## src/rtl/vs_msg_pkg.sv

```systemverilog
// vs_msg_pkg: game message field map, opcodes and dispatcher FSM encoding
// shared with the upstream message producer.
package vs_msg_pkg;
    localparam logic [3:0] OP_NOP      = 4'd0;
    localparam logic [3:0] OP_REVEAL   = 4'd1;
    localparam logic [3:0] OP_FLAG     = 4'd2;
    localparam logic [3:0] OP_UNFLAG   = 4'd3;
    localparam logic [3:0] OP_NEW_GAME = 4'd4;
    localparam int OP_HI  = 23;
    localparam int OP_LO  = 20;
    localparam int ROW_HI = 19;
    localparam int ROW_LO = 12;
    localparam int COL_HI = 11;
    localparam int COL_LO = 4;
    localparam int ARG_HI = 3;
    localparam int ARG_LO = 0;
    typedef enum logic [2:0] {
        S_IDLE, S_REQ, S_WAIT, S_DECODE, S_ISSUE, S_BACKOFF
    } state_t;
endpackage

```

## src/rtl/vs_msg_decode.sv

```systemverilog
// vs_msg_decode: splits a game message into command fields and classifies it
// as legal / no-op; NEW_GAME ignores the board coordinates.
module vs_msg_decode
    import vs_msg_pkg::*;
#(
    parameter int MSG_W = 24,
    parameter int ROWS  = 16,
    parameter int COLS  = 16
) (
    input  logic [MSG_W-1:0] msg,
    output logic [2:0]       op,
    output logic [7:0]       row,
    output logic [7:0]       col,
    output logic [3:0]       arg,
    output logic             legal,
    output logic             is_nop
);
    logic [3:0] opc;
    logic [7:0] r;
    logic [7:0] c;
    logic       in_range;
    logic       is_new;
    assign opc      = msg[OP_HI:OP_LO];
    assign r        = msg[ROW_HI:ROW_LO];
    assign c        = msg[COL_HI:COL_LO];
    assign arg      = msg[ARG_HI:ARG_LO];
    // 9-bit compare so a 256-wide board accepts every 8-bit index
    assign in_range = ({1'b0, r} < 9'(ROWS)) && ({1'b0, c} < 9'(COLS));
    assign is_new   = opc == OP_NEW_GAME;
    assign is_nop   = opc == OP_NOP;
    assign legal    = is_new || (opc >= OP_REVEAL && opc <= OP_UNFLAG && in_range);
    assign op       = opc[2:0];
    assign row      = is_new ? 8'd0 : r;
    assign col      = is_new ? 8'd0 : c;
endmodule

```

## src/rtl/queue_cmd_dispatcher.sv

```systemverilog
// queue_cmd_dispatcher: polls the message queue, latches one message at a time,
// validates it and issues it over a valid/ready command port; counts dropped messages.
module queue_cmd_dispatcher
    import vs_msg_pkg::*;
#(
    parameter int MSG_W    = 24,
    parameter int ROWS     = 16,
    parameter int COLS     = 16,
    parameter int POLL_GAP = 4,
    parameter int SETTLE   = 2
) (
    input  logic             clock,
    input  logic             reset,
    input  logic             enable,
    output logic             q_read_req,
    input  logic             q_read_valid,
    input  logic [MSG_W-1:0] q_read_data,
    output logic             cmd_valid,
    input  logic             cmd_ready,
    output logic [2:0]       cmd_op,
    output logic [7:0]       cmd_row,
    output logic [7:0]       cmd_col,
    output logic [3:0]       cmd_arg,
    output logic             busy,
    output logic [7:0]       err_count
);
    state_t           state;
    logic [7:0]       cnt;
    logic [MSG_W-1:0] msg;
    logic [2:0]       d_op;
    logic [7:0]       d_row;
    logic [7:0]       d_col;
    logic [3:0]       d_arg;
    logic             legal;
    logic             is_nop;

    vs_msg_decode #(.MSG_W(MSG_W), .ROWS(ROWS), .COLS(COLS)) u_decode (
        .msg(msg), .op(d_op), .row(d_row), .col(d_col), .arg(d_arg),
        .legal(legal), .is_nop(is_nop)
    );

    always_ff @(posedge clock or posedge reset) begin
        if (reset) begin
            state      <= S_IDLE;
            cnt        <= 8'd0;
            msg        <= '0;
            q_read_req <= 1'b0;
            cmd_valid  <= 1'b0;
            cmd_op     <= 3'd0;
            cmd_row    <= 8'd0;
            cmd_col    <= 8'd0;
            cmd_arg    <= 4'd0;
            busy       <= 1'b0;
            err_count  <= 8'd0;
        end else begin
            q_read_req <= 1'b0;
            case (state)
                S_IDLE: if (enable) begin
                    state      <= S_REQ;
                    q_read_req <= 1'b1;
                    busy       <= 1'b1;
                end
                S_REQ: begin
                    state <= S_WAIT;
                    cnt   <= 8'd0;
                end
                S_WAIT: if (cnt == 8'(SETTLE - 1)) begin
                    if (q_read_valid) begin
                        msg   <= q_read_data;
                        state <= S_DECODE;
                    end else begin
                        state <= S_BACKOFF;
                        cnt   <= 8'd0;
                    end
                end else cnt <= cnt + 8'd1;
                S_DECODE: if (legal) begin
                    state     <= S_ISSUE;
                    cmd_valid <= 1'b1;
                    cmd_op    <= d_op;
                    cmd_row   <= d_row;
                    cmd_col   <= d_col;
                    cmd_arg   <= d_arg;
                end else begin
                    if (!is_nop && err_count != 8'hff) err_count <= err_count + 8'd1;
                    state <= S_IDLE;
                    busy  <= 1'b0;
                end
                S_ISSUE: if (cmd_ready) begin
                    cmd_valid <= 1'b0;
                    state     <= S_IDLE;
                    busy      <= 1'b0;
                end
                S_BACKOFF: if (cnt == 8'(POLL_GAP - 1)) begin
                    state <= S_IDLE;
                    busy  <= 1'b0;
                end else cnt <= cnt + 8'd1;
                default: begin
                    state <= S_IDLE;
                    busy  <= 1'b0;
                end
            endcase
        end
    end
endmodule
```

## config.mk

```make
export PLATFORM = sky130hd
export DESIGN_NAME = queue_cmd_dispatcher
export DESIGN_NICKNAME = d
export VERILOG_FILES = /design/src/rtl/vs_msg_pkg.sv /design/src/rtl/vs_msg_decode.sv /design/src/rtl/queue_cmd_dispatcher.sv
export SDC_FILE = /design/constraint.sdc
export NUM_CORES = 1
export LEC_CHECK = 0
export ABC_AREA = 1
export CAP_MARGIN = 20
export CORE_ASPECT_RATIO = 0.75
export CORE_MARGIN = 10
export CORE_UTILIZATION = 46
export DETAILED_ROUTE_END_ITERATION = 10
export PLACE_DENSITY_LB_ADDON = 0.1
export SKIP_CTS_REPAIR_TIMING = 1
export SLEW_MARGIN = 20
export SYNTH_ARGS = -nofsm -noshare
export SYNTH_HDL_FRONTEND = slang
export SYNTH_SLANG_ARGS = --single-unit
```

## constraint.sdc

```tcl
create_clock -name clock -period 2.05 [get_ports clock]
set_input_delay 0.41 -clock clock [delete_from_list [all_inputs] [get_ports clock]]
set_output_delay 0.41 -clock clock [all_outputs]
set_load 0.005 [all_outputs]
```

### Routed clock nets over the placement, run 1

Drawn at 4 px/um.
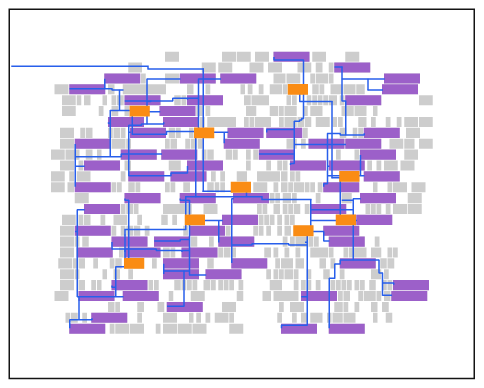
Key: blue = clock wires [length 915 um]; orange = cells driving clock nets [count 9]; purple = flip-flops [count 69]
There are 10 routed clock nets.
Layout Skew: 0.00708 ns
clk pwr: 1070 uW
Clock Power Share: 23.3%
Latency at later pin: 0.34 ns

### Pin placement, run 1

Drawn at 3 px/um. Pins as bars across the die edge, other pins in gray.
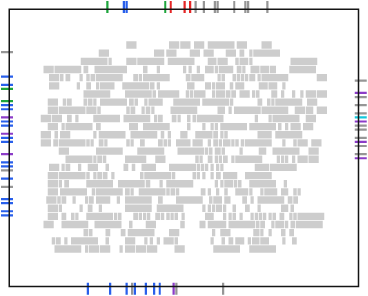
Key: blue = q_read_data [pins 24, direction input, edge 15 west, 7 south, 2 north]; green = cmd_arg [pins 4, direction output, edge 2 west, 2 north]; red = cmd_op [pins 3, direction output, edge north]; purple = cmd_col [pins 8, direction output, edge 4 east, 3 west, 1 south]; cyan = reset [pins 1, direction input, edge east]
die width: 116 um
die height: 91.9 um
Port Buffers: 62

### Clock wiring as the flow saved it, run 1

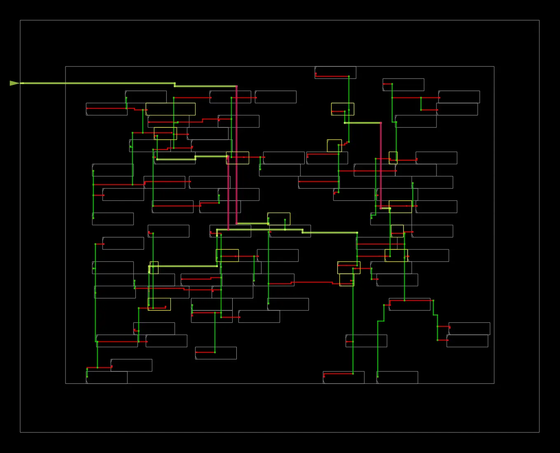
CTS sink cnt: 69
flop count: 69
count of clock buffers in the final design: 9
cts bufs inserted: 9

[run 1: stage by stage]
stage / hold WS (ns) / instances / worst slack, ns
global placement: 0.467 / 515 / 0.373
floorplan: 0.453 / 374 / 0.666
finish: 0.391 / 530 / 0.319
global route: 0.402 / 530 / 0.175
CTS: 0.388 / 530 / 0.292
detailed placement: 0.473 / 515 / 0.355
[run 1: routing by layer]
layer | vias up | global-route usage, % | share of wire [%]
met1 | 1137 | 16.9 | 47
met4 | 0 | 5.30 | 1.3
met5 | - | 0 | 0
li1 | 1299 | - | -
met3 | 8 | 5.53 | 7.9
met2 | 56 | 19.1 | 43
[run 1: report_power, final]
part           internal [uW]  switching (uW)  total (uW)
registers               1760             274        2030
logic                    670             828        1500
clock network            554             517        1070
[run 1: flip-flops by register name, indices dropped and copies added (netlist names)]
signal / count
msg: 24
cmd_col: 8
cmd_row: 8
cnt: 8
err_count: 8
cmd_arg: 4
cmd_op: 3
state: 3
busy: 1
cmd_valid: 1
q_read_req: 1
[run 1: cell type report]
type	count	area, sq um
repair buffers	66	676
clock buffers	9	124
flip-flops and latches	69	1730
inverters	59	225
multi-input cells	237	1160
clock inverters	6	65.1
fillers	625	2690
well taps	84	105
[run 1: cell families after synthesis]
| kind of cell | Yosys count | share of synthesized area, % |
|---|---|---|
| simple gates | 170 | 23.2 |
| flops | 69 | 54.4 |
| buf+inv | 68 | 9.11 |
| compound gates | 55 | 9.63 |
| xor+xnor | 9 | 2.49 |
| fa+ha+maj | 3 | 1.18 |
[run 1: worst max-delay path by stage]
stage	startpoint	endpoint	slack, ns	cells after the start
floorplan	err_count[0]	err_count[5]	0.67	8
global placement	q_read_valid	msg[1]	0.37	5
detailed placement	q_read_valid	msg[14]	0.36	5
CTS	err_count[6]	err_count[6]	0.29	1
global route	msg[21]	cmd_op[2]	0.17	7
finish	err_count[6]	err_count[6]	0.32	1
[run 1: synth_stat cells, drive strengths merged]
cell type    n  share of area, %
a31o         1              0.28
nand3b       2              0.47
o21ai       43               7.3
nand2      110                13
xnor2        3              0.83
xor2         6               1.7
or2          1              0.20
buf          6               1.7
clkbuf       3              0.39
inv         59               7.0
o211ai       3              0.71
nor2        35               4.5
a21oi        8               1.4
dfrtp       69                54
ha           3               1.2
nor3         6               1.5
nand3       14               2.8
nand4        2              0.39
==> run_results.csv, run 1 <==
group,metric,value,unit
run_status,outcome,"finished, final reports clean",
critical_path,crit_family,"buffers and inverters",
synth,synth_seq_share,54.4,%
critical_path,crit_type,"reg2out",
die,fp-utilization,46.9,%
synth,syn_avg_cell_area,8.48,sq um
critical_path,startpoint_type,"register",
detailed_routing,vias,2500,
detailed_routing,vias_per_cell,4.72,
global_route,grt_max_degree,44,
critical_path,required,1.64,ns
timing,fin_crit,1.73,ns
hold_path,hold_class,"in2async",
critical_path,critPathBufInv,1,
synth,ys_area,3170,sq um
cells_and_area,layout_top_cell,"nand2_1",
critical_path,rr_worst_depth,7,
clock_tree,path_clk_slew,0.08,ns
synth,synth.distinct_cells,31,
die,core,6770,sq um
critical_path,r2r_start,"msg[21]",
detailed_routing,wl_per_cell,12.4,um
global_route,grtUsageTotal,13.1,%
cells_and_area,lay_top_cells,"106 x nand2_1, 69 x dfrtp_1, 62 x clkdlybuf4s50_1, 55 x inv_1, 33 x o21ai_0",
clock_tree,clock_path_buffers,2,
placement,place.gp.congestion,0.814,
clock_tree,cts_tree,"yes",
cells_and_area,nNetsFinal,474,
global_route,grt_pass1_vias,2366,
cells_and_area,area_delta_synth_final,28.6,%
detailed_routing,drtIter0Drc,91,
die,chipArea,10700,sq um
cells_and_area,drive_gt1_share,9.19,%
timing,tightest_slew,0.361,ns
die,rows,26,
cells_and_area,diodes,0,
synth,yosysWarnings,0,
critical_path,critical-path-max-stage-delay,0.54,ns
detailed_routing,wirelength,6560,um
critical_path,timing.rr.end,"cmd_col[3]",
timing,slew_headroom,75.9,%
power_and_ir_drop,powerDensity,1130,nW/um^2
flow_run,warnings,27,
cells_and_area,finish.utilization,60.3,%
synth,syn_area,3170,sq um
placement,placement.cell_area,3890,sq um
detailed_routing,route.detailed.drc,0,
timing,setup_viol,0,
critical_path,crit_arrival,1.32,ns
synth,yosys_cells,374,
power_and_ir_drop,power_leakage,0.00204,uW
detailed_routing,detail-route-antenna-nets,0,
timing,slew_viol_final,0,
synth,fp_nets,406,
timing,max_freq,578,MHz
synth,syn_inst,374,
die,ioPinCount,63,
power_and_ir_drop,ir_worst_vdd,0.457,mV
timing,hold_violations,0,
critical_path,end_kind,"output pin",
critical_path,worstPathCellList,"clkdlybuf4s50_1",
flow_run,cap_viol_max_count,0,
cells_and_area,finalInstanceArea,4080,sq um
timing,rsz0062_at_grt,"no",
global_route,grt_remaining_overflow,0,
global_route,antenna_found_initial,0,
detailed_routing,dr.pass1.iters,4,
clock_tree,clockRootBuffer,"clkbuf_8",
critical_path,crit_fanout,5,
==> inputs of run 2 (changes only) <==
==> constraint.sdc (replaced) <==
create_clock -name clock -period 1.39 [get_ports clock]
set_input_delay 0.278 -clock clock [delete_from_list [all_inputs] [get_ports clock]]
set_output_delay 0.278 -clock clock [all_outputs]
set_load 0.005 [all_outputs]
### Clock wiring as the flow saved it, run 2

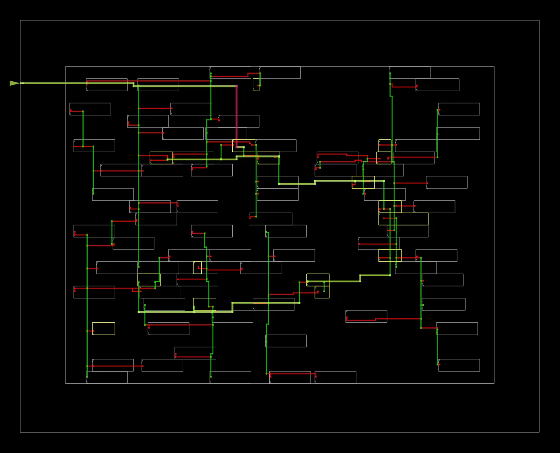
count of clock buffers in the final design: 11
Latency at later pin: 0.35 ns
clk pwr: 1680 uW

### Wiring by layer, run 2

Drawn at 2 px/um. Only two layers are drawn.
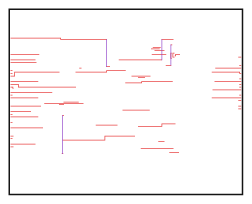
Key: red = met3 [wire length 606 um]; purple = met4 [wire length 53.0 um]
WL final: 9290 um
drt wl/cell: 15.4 um
via count: 2,947
GRT Total Usage: 14.4%

### Routed clock nets over the placement, run 2

Drawn at 4 px/um.
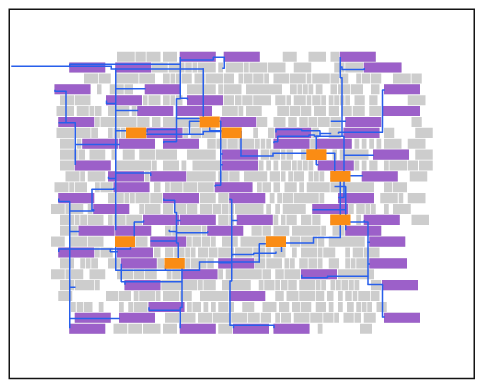
Key: blue = clock wires [length 905 um]; purple = flip-flops [count 69]; orange = cells driving clock nets [count 9]
There are 10 routed clock nets.
Clock Power Share: 18.6%
Layout Skew: 0.0140 ns

==> run_results.csv, run 2 <==
group,metric,value,unit
synth,yosys.area.top_type,"dfrtp_1",
detailed_routing,detail-route-antenna-nets,0,
timing,slew_headroom,79.3,%
placement,place.gp.congestion,0.838,
run_status,outcome,"finished with violations",
cells_and_area,finalInstanceArea,5420,sq um
synth,top_cell_area_share,54.4,%
synth,ys_area,3170,sq um
cells_and_area,area_delta_synth_final,70.9,%
global_route,grt_remaining_overflow,0,
timing,hold_violations,0,
power_and_ir_drop,switching_share,37.7,%
clock_tree,clockRootBuffer,"clkbuf_8",
placement,dp_hpwl,5480,um
die,die_h,91.9,um
power_and_ir_drop,comb_power_share,47.1,%
critical_path,required,1.62,ns
timing,max_freq,606,MHz
clock_tree,cts_tree,"yes",
die,die_w,116,um
critical_path,crit_arrival,1.88,ns
detailed_routing,vias_per_cell,4.88,
cells_and_area,nNetsFinal,547,
power_and_ir_drop,powerDensity,1660,nW/um^2
cells_and_area,drive_gt1_share,40.4,%
critical_path,startpoint_type,"register",
clock_tree,cts_inserted_buffers,9,
timing,worst_slack,-0.259,ns
global_route,antenna_found_initial,0,
synth,synthTopCellsByCount,"106 x nand2_1, 69 x dfrtp_1, 56 x inv_1, 33 x o21ai_0, 32 x nor2_1",
flow_run,cap_viol_max_count,0,
cells_and_area,largest_reg_flops,24,
cells_and_area,diodes,0,
timing,slew_viol_final,0,
synth,fp_nets,406,
die,ioPinCount,63,
cells_and_area,num-fill-cells,399,
synth,yosysWarnings,0,
clock_tree,cts_sinks,69,
cells_and_area,lay_top_cells,"67 x nand2_1, 65 x dfrtp_1, 49 x inv_1, 48 x buf_4, 34 x dlymetal6s2s_1",
placement,place_ws,-0.0691,ns
die,fp-utilization,46.9,%
power_and_ir_drop,power_leakage,0.00319,uW
die,rows,26,
run_status,violations,"setup timing",
timing,tightest_slew,0.310,ns
detailed_routing,drtIter0Drc,141,
synth,synth.distinct_cells,31,
synth,syn_avg_cell_area,8.48,sq um
synth,syn_area,3170,sq um
detailed_routing,route.detailed.drc,0,
critical_path,end_kind,"register",
synth,flop_cell,"dfrtp_1",
critical_path,crit_type,"reg2reg",
cells_and_area,layout_top_cell,"nand2_1",
synth,synth-edff-count,0,
flow_run,warnings,28,
power_and_ir_drop,power.internal,5600,uW
power_and_ir_drop,ir_worst_vdd,0.996,mV
timing,setup_viol,57,
placement,placement.cell_area,4120,sq um
global_route,grt_max_degree,27,
synth,async_reset_ff_share,100,%
synth,yosys-top-cells-area,"dfrtp_1 54%, nand2_1 13%, inv_1 6.6%",
die,core,6770,sq um
cells_and_area,regMostFlops,"msg",
power_and_ir_drop,p_seq_share,34.2,%
global_route,grt_pass1_vias,2648,
synth,syn_inst,374,
-- run 2: cell types whose count changed in the layout (fill, tap and decap cells not counted), moves of 15 or more --
| cell | change |
|---|---|
| buf_4 | +46 |
| nand2_1 | -39 |
| clkdlybuf4s50_1 | -34 |
| dlymetal6s2s_1 | +34 |
| o21ai_0 | -31 |
| nand2_2 | +24 |
| o21ai_2 | +21 |
| nand2_4 | +15 |
-- run 2: power by group through the flow --
| stage | logic, uW | registers [uW] | clock network [uW] |
|---|---|---|---|
| floorplan | 1470 | 2960 | 0 |
| detailed placement | 2670 | 2970 | 0 |
| CTS | 2680 | 2940 | 1690 |
| finish | 4240 | 3070 | 1680 |
| global placement | 2610 | 2960 | 0 |
| global route | 4610 | 3140 | 1820 |
-- run 2: kinds of logic after synthesis --
logic type | Yosys count | synth area share, %
simple gates | 170 | 23.2
flops | 69 | 54.4
buf+inv | 68 | 9.11
compound gates | 55 | 9.63
xor+xnor | 9 | 2.49
fa+ha+maj | 3 | 1.18
-- run 2: metrics by stage --
step | hold slack [ns] | cells | TNS, ns | util [%]
after floorplan | 0.400 | 374 | 0 | -
after global placement | 0.466 | 546 | -0.565 | 60.9
after detailed placement | 0.472 | 546 | -1.29 | 60.9
after CTS | 0.250 | 562 | -6.50 | 63.9
after global routing | 0.249 | 604 | -11.93 | 80.1
final | 0.249 | 604 | -7.13 | 80.1
-- run 2: area by class of cell --
cell class                 instances  area [sq um]  area share (%)
timing repair buffer             138          1540            28.3
sequential                        69          1730            31.9
inverter                          59           236            4.36
tap                               84           105            1.94
clock inverter                     5          60.1            1.11
multi-input combinational        238          1610            29.7
clock buffer                      11           141            2.61
-- run 2: path summary, 6_finish.rpt --
check                                start      endpoint  slack [ns]  cells after the start
setup / recovery                    cnt[1]       msg[11]       -0.26                      9
hold / removal                       reset    cmd_row[4]        0.25                      2
setup reg to reg                    cnt[1]       msg[11]       -0.26                      9
hold reg to reg                 cmd_arg[2]    cmd_arg[2]        0.49                      2
max in group asynchronous            reset  err_count[7]        0.71                      3
min in group clock         q_read_data[12]       msg[12]        0.46                      3
-- run 2: routing by layer --
layer / vias to the layer above / wire length (um) / track usage, %
met5: - / 0 / 0
met3: 8 / 605 / 7.03
met4: 0 / 53 / 2.70
met2: 90 / 4470 / 21.7
li1: 1447 / - / -
met1: 1402 / 4160 / 18.6
-- run 2: worst max-delay path: stages (launching register included) --
cell       delay, ns
dfrtp_1         0.41
inv_2           0.10
ha_4            0.15
nand2_4         0.06
nor2_4          0.14
nand3_4         0.21
buf_6           0.19
clkbuf_16       0.15
nand2_2         0.06
o21ai_1         0.08
Power figures rest on the tool's default switching activity, not on a simulated workload.
